$ cat src/rtl/conv_weight_stream_tx.sv
// Weight-port transmitter for the 3x3 dilated conv engines: streams one burst of
// KERNEL*KERNEL*CHANNEL_NUM_IN words per output channel out of a 1-cycle-latency memory.
module conv_weight_stream_tx #(
    parameter int DATA_WIDTH      = 32,
    parameter int KERNEL          = 3,
    parameter int CHANNEL_NUM_IN  = 2048,
    parameter int CHANNEL_NUM_OUT = 2048,
    parameter int ADDR_WIDTH      = 26
) (
    input  logic                  clk,
    input  logic                  reset,
    input  logic                  start,
    input  logic                  req_next,
    output logic                  mem_rd_en,
    output logic [ADDR_WIDTH-1:0] mem_addr,
    input  logic [DATA_WIDTH-1:0] mem_data,
    output logic [DATA_WIDTH-1:0] weight_out,
    output logic                  valid_weight_out,
    output logic                  busy,
    output logic                  done
);
    localparam int BURST_LEN = KERNEL * KERNEL * CHANNEL_NUM_IN;
    localparam int BEAT_W    = (BURST_LEN > 1) ? $clog2(BURST_LEN) : 1;
    localparam int OC_W      = (CHANNEL_NUM_OUT > 1) ? $clog2(CHANNEL_NUM_OUT) : 1;
    localparam int STAGES    = 2;

    typedef enum logic [1:0] {IDLE, STREAM, WAIT_REQ, DRAIN} state_t;

    state_t            state;
    logic [BEAT_W-1:0] beat;
    logic [OC_W-1:0]   oc;
    logic              pending;
    logic              drain_cnt;
    logic [STAGES:1]   vld_pipe;

    logic last_beat, last_oc;
    assign last_beat = (beat == BEAT_W'(BURST_LEN - 1));
    assign last_oc   = (oc == OC_W'(CHANNEL_NUM_OUT - 1));

    always_ff @(posedge clk) begin
        if (reset) begin
            state     <= IDLE;
            beat      <= '0;
            oc        <= '0;
            pending   <= 1'b0;
            drain_cnt <= 1'b0;
            mem_rd_en <= 1'b0;
            mem_addr  <= '0;
            busy      <= 1'b0;
            done      <= 1'b0;
        end else begin
            done <= 1'b0;
            case (state)
                IDLE: begin
                    if (start) begin
                        state     <= STREAM;
                        mem_rd_en <= 1'b1;
                        mem_addr  <= '0;
                        busy      <= 1'b1;
                        beat      <= '0;
                        oc        <= '0;
                        pending   <= 1'b0;
                    end
                end
                STREAM: begin
                    // Address runs linearly across the whole load, so it just counts reads.
                    mem_addr <= mem_addr + 1'b1;
                    if (!last_beat) begin
                        beat <= beat + 1'b1;
                        if (req_next) pending <= 1'b1;
                    end else begin
                        beat <= '0;
                        if (last_oc) begin
                            state     <= DRAIN;
                            mem_rd_en <= 1'b0;
                            pending   <= 1'b0;
                            drain_cnt <= 1'b0;
                        end else begin
                            oc <= oc + 1'b1;
                            if (pending || req_next) begin
                                pending <= 1'b0;
                            end else begin
                                state     <= WAIT_REQ;
                                mem_rd_en <= 1'b0;
                            end
                        end
                    end
                end
                WAIT_REQ: begin
                    if (req_next || pending) begin
                        state     <= STREAM;
                        mem_rd_en <= 1'b1;
                        pending   <= 1'b0;
                    end
                end
                DRAIN: begin
                    // Two cycles let the last read reach weight_out before done.
                    if (!drain_cnt) begin
                        drain_cnt <= 1'b1;
                        done      <= 1'b1;
                        busy      <= 1'b0;
                    end else begin
                        state <= IDLE;
                    end
                end
                default: state <= IDLE;
            endcase
        end
    end

    always_ff @(posedge clk) begin
        if (reset) begin
            vld_pipe   <= '0;
            weight_out <= '0;
        end else begin
            vld_pipe <= {vld_pipe[STAGES-1:1], mem_rd_en};
            if (vld_pipe[1]) weight_out <= mem_data;
        end
    end

    assign valid_weight_out = vld_pipe[STAGES];
endmodule

$ cat config.mk
export PLATFORM = sky130hd
export DESIGN_NAME = conv_weight_stream_tx
export DESIGN_NICKNAME = d
export VERILOG_FILES = /design/src/rtl/conv_weight_stream_tx.sv
export SDC_FILE = /design/constraint.sdc
export NUM_CORES = 1
export LEC_CHECK = 0
export CAP_MARGIN = 10
export CORE_MARGIN = 2
export CORE_UTILIZATION = 55
export DETAILED_ROUTE_END_ITERATION = 8
export DONT_BUFFER_PORTS = 1
export GPL_ROUTABILITY_DRIVEN = 0
export PLACE_DENSITY = 0.7
export SYNTH_ARGS = -nofsm -noshare
export SYNTH_HDL_FRONTEND = slang
export SYNTH_SLANG_ARGS = --single-unit
export TNS_END_PERCENT = 30
$ cat constraint.sdc
create_clock -name clk -period 4.8 [get_ports clk]
set_input_delay 0.96 -clock clk [delete_from_list [all_inputs] [get_ports clk]]
set_output_delay 0.96 -clock clk [all_outputs]
set_load 0.03 [all_outputs]
### Routing congestion map, run 1

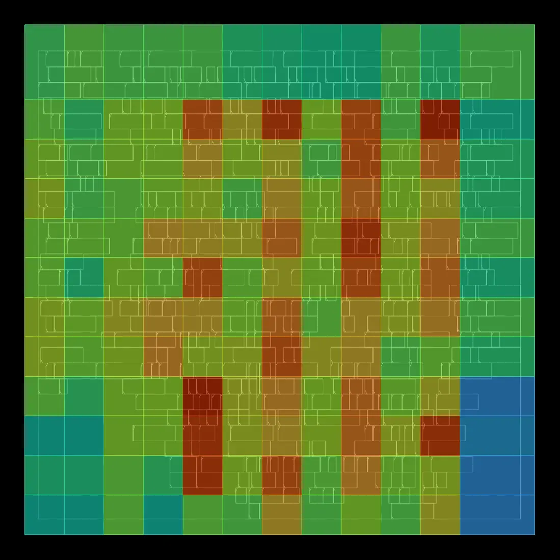
Layout Utilization: 0.613
drt wl/cell: 14.5 um
M3 GR Usage: 0.0757
GR Util met1: 0.235
busiest layer in global routing: met2

### Sequential cells colored by netlist name, run 1

Scale: 6 px per um. Other sequential cells in the stronger gray, the rest of the logic in the fainter gray.
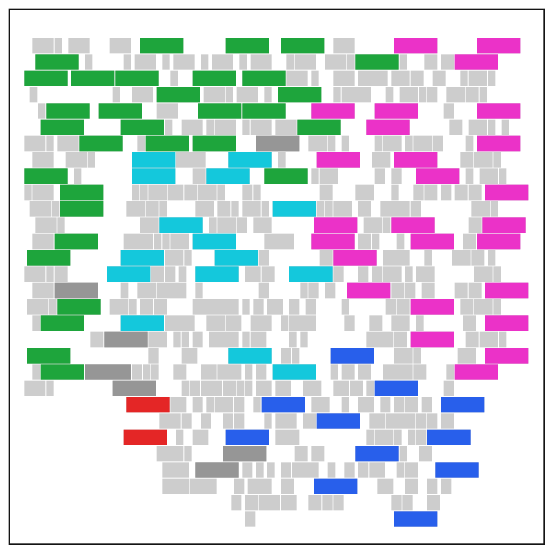
cyan -> `beat`  # placed flops 15
blue -> `oc`  # placed flops 11
green -> `weight_out`  # placed flops 32
magenta -> `mem_addr`  # placed flops 26
red -> `state`  # placed flops 2
not colored = 7

### Placed cells, one color a class, run 1

Scale: 6 px per um. Fill, decap, tap and diode cells in gray.
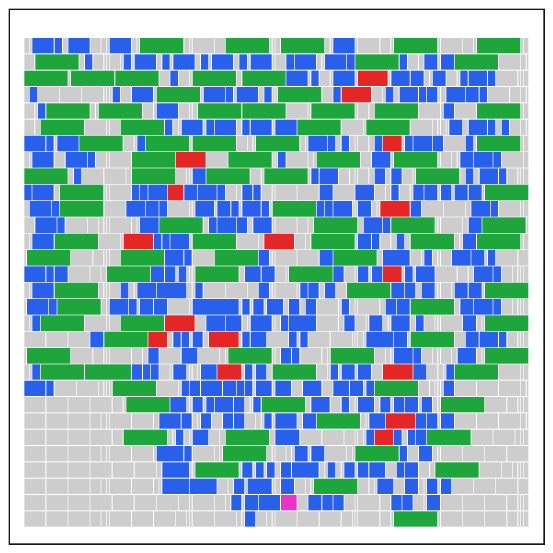
green -> flops  # cells 93
blue -> combinational and other logic  # cells 326
magenta -> other buffers and delay cells  # cells 1
red -> clock drivers and dummy loads  # cells 16
final instance area: 4210 um2
core area: 6870 um2
Row Count: 30

### Routed clock nets over the placement, run 1

Scale: 6 px per um.
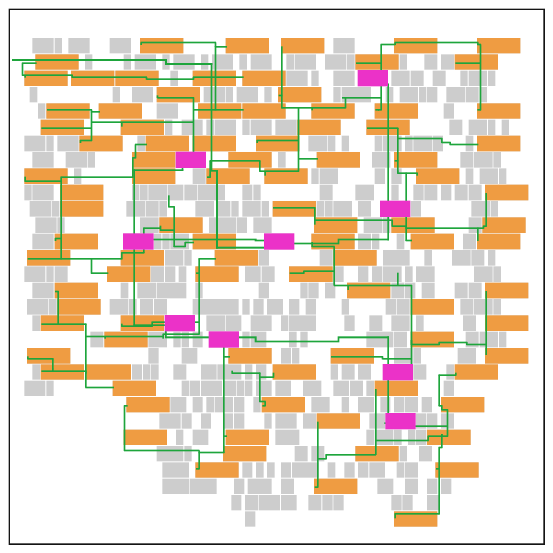
orange -> flip-flops  # count 93
magenta -> clock drivers  # count 9
green -> clock wires  # length 1020 um
flops lie = widely spread
Setup Skew: 0.00818 ns
clock share of power: 0.318

==> impl_metrics.toml, run 1 <==
# flow metrics
[cells_and_area]
seqCellArea_um2 = 1860
lay_top_count = "dfxtp_1"
flops = 93
fill_cells = 603
final_nets = 474
layout.area.top_class = "logic gates"
largest_reg_flops = 32
lay_top_cells = "dfxtp_1, nor2_1, mux2i_1"
comb-cell-share = 0.477
antenna_cells = 0
nonClkBufAreaFrac = 0.00178
top_register = "weight_out"
seq_area_frac = 0.443

[synthesis]
synthXorXnorAreaFrac = 0.0729
ys_sh_aoi = 0.0795
synthCells = 437
edf_count = 0
simple_gate_area_frac = 0.238
ys_ff = 93
avgSynthCellArea_um2 = 9.07
yosysSeqAreaShare = 0.470
ys_chip_area_um2 = 3970
mux_area_frac = 0.0940
postSynthNetCount = 480
ys_types = 44
yosysCellCount = 437

[critical_path]
cp-endpoint = "mem_addr[21]"
cp_cell_sequence = "inv_1 -> ha_1 -> mux2i_1 -> buf_4 -> nor4_2 -> nand4_1 -> xor2_1 -> nor2_1"
critPathMaxFanout = 19
critPathSlowestCell = "nor4_2"
worstPathRequired_ns = 5.02
critPathCaptureType = "flop"
path_buffers = 2
cp-start-kind = "flop"
rr_worst_depth = 8
critical_path_arrival_ns = 2.65
critPathLaunch = "state[1]"
cp_slowest_stage_delay_ns = 0.67
regToRegEndpoint = "mem_addr[21]"
r2r-start = "state[1]"

[floorplanning]
fp_util = 0.577
taps = 96
die_area_um2 = 7900
ios = 98
dieHeight_um = 88.9

[flow_run]
tool_warnings = 29
max-cap-violations = 0

[pwr]
p_switching_mw = 0.491
swShare = 0.312
p_total_mw = 1.57
peakVddDrop_uv = 260
top_power_group = "sequential cells"
p_int_mw = 1.08
p_leak_nw = 1.46
seq-power_mw = 0.903
clock_power_mw = 0.501
power_density_nw_per_um2 = 374

[global_routing]
grt_pass1_wl_um = 12300
grt_use_total = 0.197
met2_usage = 0.327
grt_overflow = 0

[outcome]
status = "finished, final reports clean"

[place]
portBuffers = 0
placed_cells = 516
post-place-ws_ns = 2.34
dpl.hpwl_um = 5410

[min_path]
hold-path-cell-count = 2
hold_path_end = "pending"
hp-class = "flop to flop"

[clocking]
cts_tree = "built"
post_cts_buffers = 0
root_buffer = "clkbuf_8"
ctsHoldBuffers = 0
clk_latency_ns = 0.36

[timing]
finalMaxSlewViolations = 0
fin_crit_ns = 2.43
relSlewSlack = 0.316
period_used_share = 0.507
worstMarginPinSlew_ns = 1.03
tns_ns = 0

[drt]
vias = 2999
m1WireLength_um = 3380
firstDrtPassIters = 4
wirelength_um = 7740
drt-initial-drc-count = 108
### Power grid, run 1

Scale: 4 px per um. Pins as bars on the die edge.
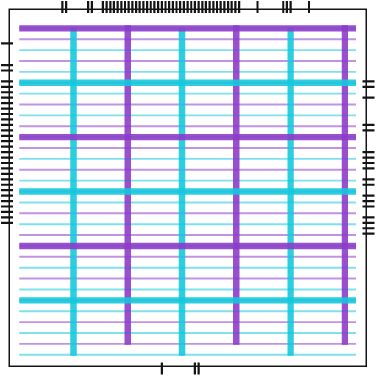

==> run 1 -> run 2 <==
Settings changed: PLACE_DENSITY 0.7 to 0.73.
Clock period 4.8 ns to 2 ns, I/O delays scaled along.
### Power grid, run 2

Scale: 4 px per um. Pins as bars on the die edge.
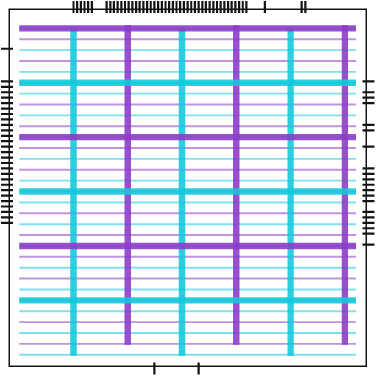
cyan -> VSS
purple -> VDD
met5 straps = 6
met4 straps = 6
signal pins = 98

==> run 2 against run 1 <==
Net effect: critical path depth fell by 3; non-clock buffer count rose by 43; area after synthesis unchanged; sequential cell count did not move; die area is the same; sequential share of layout area down 3.9 points; utilization is 6.0 points higher; clock power rose by 150%; final cell count grew 8.1%; combinational power rose to 3.3 times the previous value; synthesized cell count unchanged; critical path type unchanged; highest routed layer unchanged.
==> impl_metrics.toml, run 2 <==
# flow metrics
[outcome]
status = "finished, final reports clean"

[drt]
drt-initial-drc-count = 165
m1WireLength_um = 3730
firstDrtPassIters = 4
wirelength_um = 8680

[synthesis]
postSynthNetCount = 480
mux_area_frac = 0.0940
yosysCellCount = 437
ys_chip_area_um2 = 3970
ys_sh_aoi = 0.0795
avgSynthCellArea_um2 = 9.07
yosysSeqAreaShare = 0.470
ys_types = 44
synthXorXnorAreaFrac = 0.0729
synthCells = 437
ys_ff = 93
simple_gate_area_frac = 0.238

[global_routing]
busiest_layer = "met2"
grt_pass1_wl_um = 13300
grt_overflow = 0
met2_usage = 0.359
grt_use_total = 0.215
met3_usage = 0.0545

[min_path]
hp-class = "input port to flop"
hold_path_end = "busy"
hold-path-cell-count = 1

[clocking]
root_buffer = "clkbuf_8"
ctsHoldBuffers = 0
clk_latency_ns = 0.37
post_cts_buffers = 0
cts_tree = "built"

[pwr]
p_int_mw = 2.67
power_density_nw_per_um2 = 852
p_total_mw = 3.94
swShare = 0.322
clkPwrFrac = 0.316
peakVddDrop_uv = 578
clock_power_mw = 1.24
seq-power_mw = 2.13
top_power_group = "sequential cells"

[cells_and_area]
seq_area_frac = 0.403
seqCellArea_um2 = 1860
largest_reg_flops = 32
fill_cells = 569
comb-cell-share = 0.448
layout.area.top_class = "logic gates"
final_cell_area_um2 = 4620
post-route-util = 0.673
lay_top_cells = "dfxtp_1, nor2_1, buf_4"
lay_top_count = "dfxtp_1"
antenna_cells = 0
top_register = "weight_out"

[timing]
relSlewSlack = 0.719
fin_crit_ns = 1.97
worstMarginPinSlew_ns = 0.417
tns_ns = 0
finalMaxSlewViolations = 0
finalClockSkew_ns = 0.00777

[critical_path]
cp-start-kind = "flop"
worstPathRequired_ns = 2.28
critPathLaunch = "beat[12]"
cp-endpoint = "oc[3]"
rr_worst_depth = 5
r2r-start = "beat[12]"
critPathSlowestCell = "or4b_4"
critPathMaxFanout = 4
cp_slowest_stage_delay_ns = 0.56
critical_path_arrival_ns = 2.25
regToRegEndpoint = "oc[3]"

[floorplanning]
dieHeight_um = 88.9
rows = 30
fp_util = 0.577
ios = 98
core_area_um2 = 6870
taps = 96

[flow_run]
tool_warnings = 31
max-cap-violations = 0

[place]
placed_cells = 559
dpl.hpwl_um = 6260
==> run 2 -> run 3 <==
Settings changed: CTS_CLUSTER_DIAMETER from default to 150.
### Sequential cells colored by netlist name, run 3

Scale: 6 px per um. Other sequential cells in the stronger gray, the rest of the logic in the fainter gray.
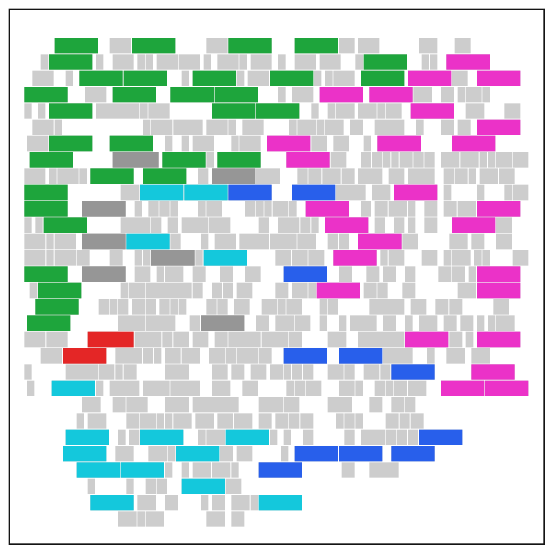
magenta -> `mem_addr`  # placed flops 26
cyan -> `beat`  # placed flops 15
red -> `state`  # placed flops 2
green -> `weight_out`  # placed flops 32
blue -> `oc`  # placed flops 11
not colored = 7

==> run 3 against run 2 <==
Net effect: clock-buffer cell count stayed put; die area stayed put; global-route usage stayed put.
==> impl_metrics.toml, run 3 <==
# flow metrics
[pwr]
seq-power_mw = 2.13
p_switching_mw = 1.27
clkPwrFrac = 0.316
clock_power_mw = 1.24
peakVddDrop_uv = 578
p_int_mw = 2.67
p_leak_nw = 1.72
top_power_group = "sequential cells"
p_total_mw = 3.94

[clocking]
ctsHoldBuffers = 0
post_cts_buffers = 0
root_buffer = "clkbuf_8"
clk_latency_ns = 0.37
cts_tree = "built"

[cells_and_area]
flops = 93
final_cell_area_um2 = 4620
layout.area.top_class = "logic gates"
final_nets = 517
fill_cells = 569
comb-cell-share = 0.448
seqCellArea_um2 = 1860
antenna_cells = 0
lay_top_count = "dfxtp_1"
lay_top_cells = "dfxtp_1, nor2_1, buf_4"

[global_routing]
met2_usage = 0.359
met3_usage = 0.0545
grt_overflow = 0

[critical_path]
worstPathRequired_ns = 2.28
cp-endpoint = "oc[3]"
critPathCaptureType = "flop"
regToRegEndpoint = "oc[3]"
critPathLaunch = "beat[12]"
r2r-start = "beat[12]"
critPathSlowestCell = "or4b_4"
cp_cell_sequence = "or4b_4 -> or4_4 -> o21ai_2 -> a31oi_1 -> a311oi_1"
critical_path_arrival_ns = 2.25
rr_worst_depth = 5
cp-start-kind = "flop"

[min_path]
hold_path_end = "busy"
hp-class = "input port to flop"
hold-path-cell-count = 1

[drt]
wl_per_cell_um = 15.1
vias = 3238
drt-initial-drc-count = 165
m1WireLength_um = 3730
wirelength_um = 8680

[timing]
finalClockSkew_ns = 0.00777
fin_crit_ns = 1.97
worstMarginPinSlew_ns = 0.417
period_used_share = 0.986
relSlewSlack = 0.719
tns_ns = 0

[floorplanning]
fp_util = 0.577
ios = 98
taps = 96
dieHeight_um = 88.9
core_area_um2 = 6870

[place]
placed_cells = 559
portBuffers = 0
dpl.hpwl_um = 6260

[outcome]
status = "finished, final reports clean"

[synthesis]
mux_area_frac = 0.0940
ys_ff = 93
postSynthNetCount = 480
ys_chip_area_um2 = 3970
synthXorXnorAreaFrac = 0.0729
avgSynthCellArea_um2 = 9.07
yosysSeqAreaShare = 0.470
Power figures rest on the tool's default switching activity, not on a simulated workload.
